### src/rtl/mem_arbiter_rr.sv
// N-port arbiter serialising byte/half/word accesses onto an 8-bit RAM/IO bus; write done n cycles after grant, read n+1.
// Backpressure: rdy_in low freezes everything; IO-full blocks IO write grants; req_ready pulses once per completion.
module mem_arbiter_rr #(
  parameter int NUM_PORTS = 2,
  parameter int RR_MODE   = 1
) (
  input  logic                      clk_in,
  input  logic                      rst_in,
  input  logic                      rdy_in,
  input  logic [7:0]                mem_din,
  output logic [7:0]                mem_dout,
  output logic [31:0]               mem_a,
  output logic                      mem_wr,
  input  logic                      io_buffer_full,
  input  logic [NUM_PORTS-1:0]      req_valid,
  input  logic [NUM_PORTS-1:0]      req_wr,
  input  logic [32*NUM_PORTS-1:0]   req_addr,
  input  logic [3*NUM_PORTS-1:0]    req_len,
  input  logic [32*NUM_PORTS-1:0]   req_data,
  input  logic [NUM_PORTS-1:0]      req_cancel,
  output logic [NUM_PORTS-1:0]      req_ready,
  output logic [31:0]               req_res
);

  localparam int PW = (NUM_PORTS > 1) ? $clog2(NUM_PORTS) : 1;

  typedef enum logic [1:0] {S_IDLE, S_XFER, S_WAIT, S_DONE} state_t;
  state_t state_q, state_d;

  logic [PW-1:0]        ptr_q, gnt_q, sel;
  logic [NUM_PORTS-1:0] elig;
  logic                 any_elig;
  int                   idx;
  logic                 g_wr;
  logic [31:0]          g_addr, g_data;
  logic [2:0]           g_len;
  logic                 wr_q, mem_wr_q;
  logic [31:0]          addr_q, data_q;
  logic [2:0]           len_q;
  logic [1:0]           k_q, n_m1;
  logic [23:0]          rbuf_q;
  logic                 last, cxl, sx;
  logic [31:0]          rd_res;

  always_comb begin
    elig = '0;
    for (int p = 0; p < NUM_PORTS; p++) begin
      elig[p] = req_valid[p] && !req_cancel[p] &&
                !((req_addr[32*p+16 +: 2] == 2'b11) && req_wr[p] && io_buffer_full);
    end
  end

  // Search order starts at the pointer in round-robin mode, at port 0 otherwise.
  always_comb begin
    sel      = '0;
    any_elig = 1'b0;
    idx      = 0;
    for (int i = 0; i < NUM_PORTS; i++) begin
      idx = (RR_MODE != 0) ? int'(ptr_q) + i : i;
      if (idx >= NUM_PORTS) idx = idx - NUM_PORTS;
      for (int p = 0; p < NUM_PORTS; p++) begin
        if (!any_elig && idx == p && elig[p]) begin
          any_elig = 1'b1;
          sel      = PW'(p);
        end
      end
    end
  end

  always_comb begin
    g_wr   = 1'b0;
    g_addr = '0;
    g_data = '0;
    g_len  = '0;
    for (int p = 0; p < NUM_PORTS; p++) begin
      if (sel == PW'(p)) begin
        g_wr   = req_wr[p];
        g_addr = req_addr[32*p +: 32];
        g_data = req_data[32*p +: 32];
        g_len  = req_len[3*p +: 3];
      end
    end
  end

  always_comb begin
    case (len_q[1:0])
      2'd1:    n_m1 = 2'd1;
      2'd2:    n_m1 = 2'd3;
      default: n_m1 = 2'd0;
    endcase
    last = (k_q == n_m1);
    cxl  = req_cancel[gnt_q] && !wr_q;
    sx   = len_q[2] && mem_din[7];
    case (len_q[1:0])
      2'd1:    rd_res = {{16{sx}}, mem_din, rbuf_q[7:0]};
      2'd2:    rd_res = {mem_din, rbuf_q};
      default: rd_res = {{24{sx}}, mem_din};
    endcase
  end

  always_comb begin
    state_d = state_q;
    case (state_q)
      S_IDLE: if (any_elig) state_d = S_XFER;
      S_XFER: begin
        if (cxl)       state_d = S_IDLE;
        else if (last) state_d = wr_q ? S_DONE : S_WAIT;
      end
      S_WAIT: state_d = cxl ? S_IDLE : S_DONE;
      default: state_d = S_IDLE;
    endcase
  end

  always_ff @(posedge clk_in or posedge rst_in) begin
    if (rst_in) begin
      state_q   <= S_IDLE;
      ptr_q     <= '0;
      gnt_q     <= '0;
      wr_q      <= 1'b0;
      addr_q    <= '0;
      data_q    <= '0;
      len_q     <= '0;
      k_q       <= '0;
      rbuf_q    <= '0;
      mem_a     <= '0;
      mem_dout  <= '0;
      mem_wr_q  <= 1'b0;
      req_ready <= '0;
      req_res   <= '0;
    end else if (rdy_in) begin
      state_q   <= state_d;
      req_ready <= '0;
      req_res   <= '0;
      case (state_q)
        S_IDLE: if (any_elig) begin
          gnt_q    <= sel;
          ptr_q    <= (sel == PW'(NUM_PORTS-1)) ? '0 : sel + 1'b1;
          wr_q     <= g_wr;
          addr_q   <= g_addr;
          len_q    <= g_len;
          data_q   <= g_data >> 8;
          k_q      <= '0;
          mem_a    <= g_addr;
          mem_dout <= g_data[7:0];
          mem_wr_q <= g_wr;
        end
        S_XFER: begin
          // Read data lags the address by one cycle, so byte k-1 arrives now.
          if (!cxl && !wr_q) begin
            case (k_q)
              2'd1:    rbuf_q[7:0]   <= mem_din;
              2'd2:    rbuf_q[15:8]  <= mem_din;
              2'd3:    rbuf_q[23:16] <= mem_din;
              default: ;
            endcase
          end
          if (cxl || last) begin
            mem_a    <= '0;
            mem_dout <= '0;
            mem_wr_q <= 1'b0;
            if (!cxl && wr_q) req_ready[gnt_q] <= 1'b1;
          end else begin
            k_q      <= k_q + 2'd1;
            mem_a    <= addr_q + 32'(k_q) + 32'd1;
            mem_dout <= data_q[7:0];
            data_q   <= data_q >> 8;
          end
        end
        S_WAIT: if (!cxl) begin
          req_ready[gnt_q] <= 1'b1;
          req_res          <= rd_res;
        end
        default: ;
      endcase
    end
  end

  assign mem_wr = mem_wr_q && rdy_in;

endmodule
### config.mk
export PLATFORM = sky130hd
export DESIGN_NAME = mem_arbiter_rr
export DESIGN_NICKNAME = d
export VERILOG_FILES = /design/src/rtl/mem_arbiter_rr.sv
export SDC_FILE = /design/constraint.sdc
export NUM_CORES = 1
export LEC_CHECK = 0
export CELL_PAD_IN_SITES_DETAIL_PLACEMENT = 1
export CELL_PAD_IN_SITES_GLOBAL_PLACEMENT = 2
export CORE_AREA = 10 10 186 188
export CTS_BUF_LIST = sky130_fd_sc_hd__clkbuf_8 sky130_fd_sc_hd__clkbuf_16
export DETAILED_ROUTE_END_ITERATION = 8
export DIE_AREA = 0 0 196 198
export GPL_TIMING_DRIVEN = 0
export PLACE_DENSITY_LB_ADDON = 0.25
export SLEW_MARGIN = 20
export SYNTH_ARGS = -nofsm -noshare
export SYNTH_HDL_FRONTEND = slang
export SYNTH_SLANG_ARGS = --single-unit
### constraint.sdc
create_clock -name clk_in -period 5.6 [get_ports clk_in]
set_input_delay 0.56 -clock clk_in [delete_from_list [all_inputs] [get_ports clk_in]]
set_output_delay 0.56 -clock clk_in [all_outputs]
set_load 0.01 [all_outputs]
run_1/metal_density.png
Scale: 1.5 px per um. The die is cut into 39 by 40 equal tiles; dark purple is low, yellow is high, scaled to the fullest tile. Values are wire area over tile area, all layers added.
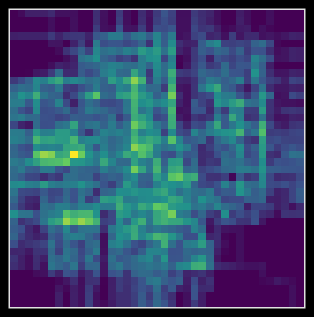
- nearly empty tiles: 15%
- fullest tile: 0.59
- emptiest ninth of the die: lower right
- tiles over half the peak: 11%
- mean over tiles: 0.15

run_1/placement.png
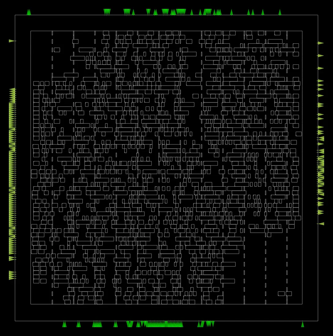
non-filler cells, final: 1632
core area: 31100 um2
Final Util: 39.4%
FF+latch count: 165

==> results.py, run 1 <==
# Synthesis and PnR figures
metrics = {
    "routing": {
        "ant_nets": 0,
        "route.detailed.drc": 0,
        "topRoutingLayerUsed": "met5",
        "wl_met3_mm": 2.45,
        "dr.pass1.iters": 4,
    },
    "cts": {
        "hold_buffers": 0,
        "htreeDepth": 4,
        "ctsResizeCount": 0,
    },
    "run": {
        "drv_cap": 0,
    },
    "power": {
        "seq_power_share_pct": 33.1,
        "cell_internal_pwr_w": 0.00353,
        "power_density_nw_per_um2": 513,
        "swShare_pct": 43.6,
    },
    "final_timing": {
        "hold_ws_ps": 489,
        "finalSetupViolCount": 0,
        "fin_ws_ps": 2250,
    },
    "final_layout": {
        "num-nonclk-buffers": 306,
        "drive_gt1_share_pct": 4.32,
        "layout_top_cells": "clkdlybuf4s50_1 (226), dfrtp_1 (165), nand2_1 (95)",
        "final_area_um2": 12200,
        "logic_gates": 674,
        "comb_share_pct": 34.3,
    },
    "global_route": {
        "overflow": 0,
        "use_met2_pct": 32.9,
    },
    "placed_design": {
        "dp_hpwl_mm": 28.3,
        "dpl_cell_area_um2": 11600,
    },
    "critical_path": {
        "cp.depth": 8,
        "crit_end": "mem_a[28]",
        "reg2reg_to": "mem_a[28]",
        "path_cells": "inv_1 > ha_1 > fa_1 > clkbuf_1 > nor4_1 > and4_1 > xor2_1 > a221o_1",
        "critical_path.top_delay_family": "simple AND/OR/NAND/NOR gates",
    },
    "logic_synthesis": {
        "ys_cells": 968,
        "ys_ff": 165,
        "ys_area_um2": 8820,
        "fp_nets": 1132,
    },
    "min_path": {
        "holdPathEnd": "data_q[21]",
        "hold_path_class": "flip-flop to flip-flop",
    },
    "run_status": {
        "outcome": "completed",
    },
    "floorplan": {
        "tap_cells": 402,
    },
}
run_1/detail.png
Region (83, 84) to (113, 114) um. Cells in gray, sequential cells in the stronger gray; small squares are vias.
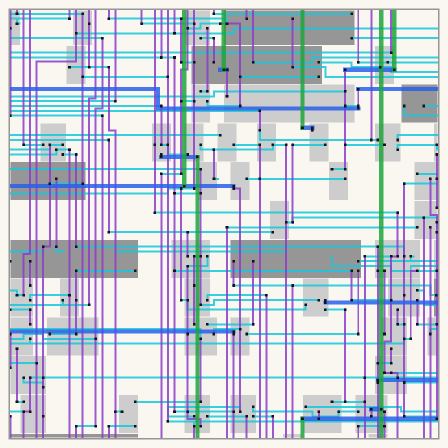
- metal 3: blue
- metal 1: cyan
- metal 4: green
- metal 2: purple
- sequential cells in the window: 5
- most frequent: clkbuf_1 (9), dfrtp_1 (5)
- cells with their middle in the window: 45
- netlist names of flops here include: addr_q (2), k_q (2)

run_1/logic_types.png
Scale: 2 px per um.
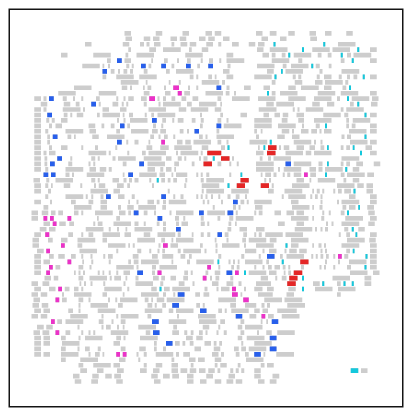
- AND and OR gates: magenta (cells 31; most used and3_1)
- adder and majority cells: red (cells 12; most used ha_1)
- AND-OR and OR-AND gates: blue (cells 46; most used a21o_1)
- inverters: cyan (cells 50; most used inv_1)

==> inputs of run 2 (changes only) <==
==> constraint.sdc (replaced) <==
create_clock -name clk_in -period 3.1 [get_ports clk_in]
set_input_delay 0.31 -clock clk_in [delete_from_list [all_inputs] [get_ports clk_in]]
set_output_delay 0.31 -clock clk_in [all_outputs]
set_load 0.01 [all_outputs]
run_2/wires.png
Scale: 2 px per um. Only two layers are drawn.
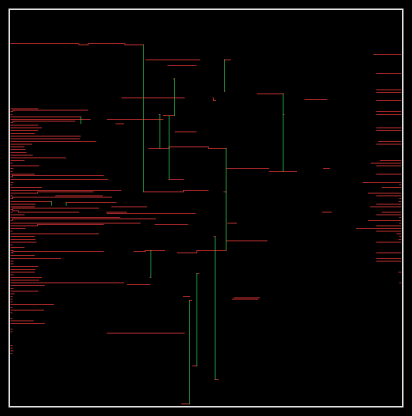
- metal 3: red (wire length 2530 um)
- metal 4: green (wire length 436 um)

run_2/placement.png
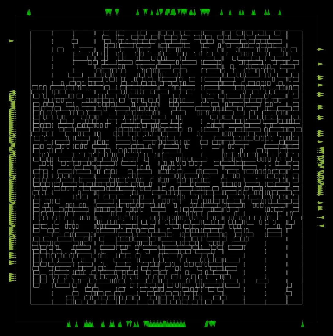
Tap Count: 402
Final Util: 39.7%
Seq area share: 33.5%
Fillers: 3563

==> run 2 against run 1 <==
Net effect:
- maximum frequency increased by 18%
- design area increased by 0.92%
- largest cell class unchanged
- core utilization increased by 0.36 points
- clock skew decreased by 4.7 ps
==> results.py, run 2 <==
# Synthesis and PnR figures
metrics = {
    "routing": {
        "route.detailed.drc": 0,
        "dr.pass1.iters": 4,
        "ant_nets": 0,
    },
    "final_timing": {
        "fin_ws_ps": 271,
        "hold_ws_ps": 189,
        "finalSetupViolCount": 0,
    },
    "final_layout": {
        "layout.cells.non_filler": 1636,
        "final_area_um2": 12300,
        "layout_top_cells": "clkdlybuf4s50_1 (226), dfrtp_1 (165), nand2_1 (95)",
        "clk_share_pct": 4.87,
        "comb_share_pct": 34.1,
        "flop-count": 165,
        "nClkBuffers": 17,
        "num-nonclk-buffers": 311,
    },
    "power": {
        "seq_power_share_pct": 32.9,
        "cell_internal_pwr_w": 0.00640,
        "swShare_pct": 43.9,
        "seq-power_w": 0.00375,
        "power_density_nw_per_um2": 924,
    },
    "placed_design": {
        "pre_cts_ws_ps": -143,
    },
    "global_route": {
        "overflow": 0,
    },
    "logic_synthesis": {
        "fp_nets": 1132,
        "ys_cells": 968,
        "ys_ff": 165,
        "common_cells": "dfrtp_1 (165), nand2_1 (95), nor2_1 (88)",
        "ys_area_um2": 8820,
        "topCombFamilyByArea": "AND-OR/OR-AND gates",
    },
    "cts": {
        "htreeDepth": 4,
        "ctsResizeCount": 1,
        "hold_buffers": 0,
        "clkLatencyLatePin_ps": 440,
    },
    "floorplan": {
        "design.core.area_um2": 31100,
        "fp-utilization_pct": 28.4,
    },
    "critical_path": {
        "cp.depth": 9,
        "path_cells": "inv_1 > ha_1 > buf_2 > xnor2_1 > o221a_2 > clkbuf_1 > clkbuf_2 > nand2_1 > a31oi_1",
        "critical_path.top_delay_family": "buffers and inverters",
        "rrSetupSlack_ps": 270,
        "crit_end": "mem_a[3]",
    },
    "min_path": {
        "hold_path_class": "primary input to async pin",
    },
    "run": {
        "drv_cap": 0,
    },
    "run_status": {
        "outcome": "completed",
    },
}
run_2/metal_density.png
Scale: 1.5 px per um. The die is cut into 39 by 40 equal tiles; dark purple is low, yellow is high, scaled to the fullest tile. Values are wire area over tile area, all layers added.
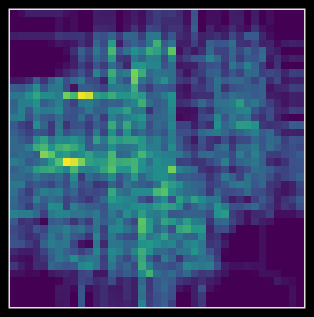
- mean over tiles: 0.15
- tiles over half the peak: 7.9%
- nearly empty tiles: 15%
- fullest tile: 0.62
- emptiest ninth of the die: lower right

Power is estimated from default activity; no workload was simulated.
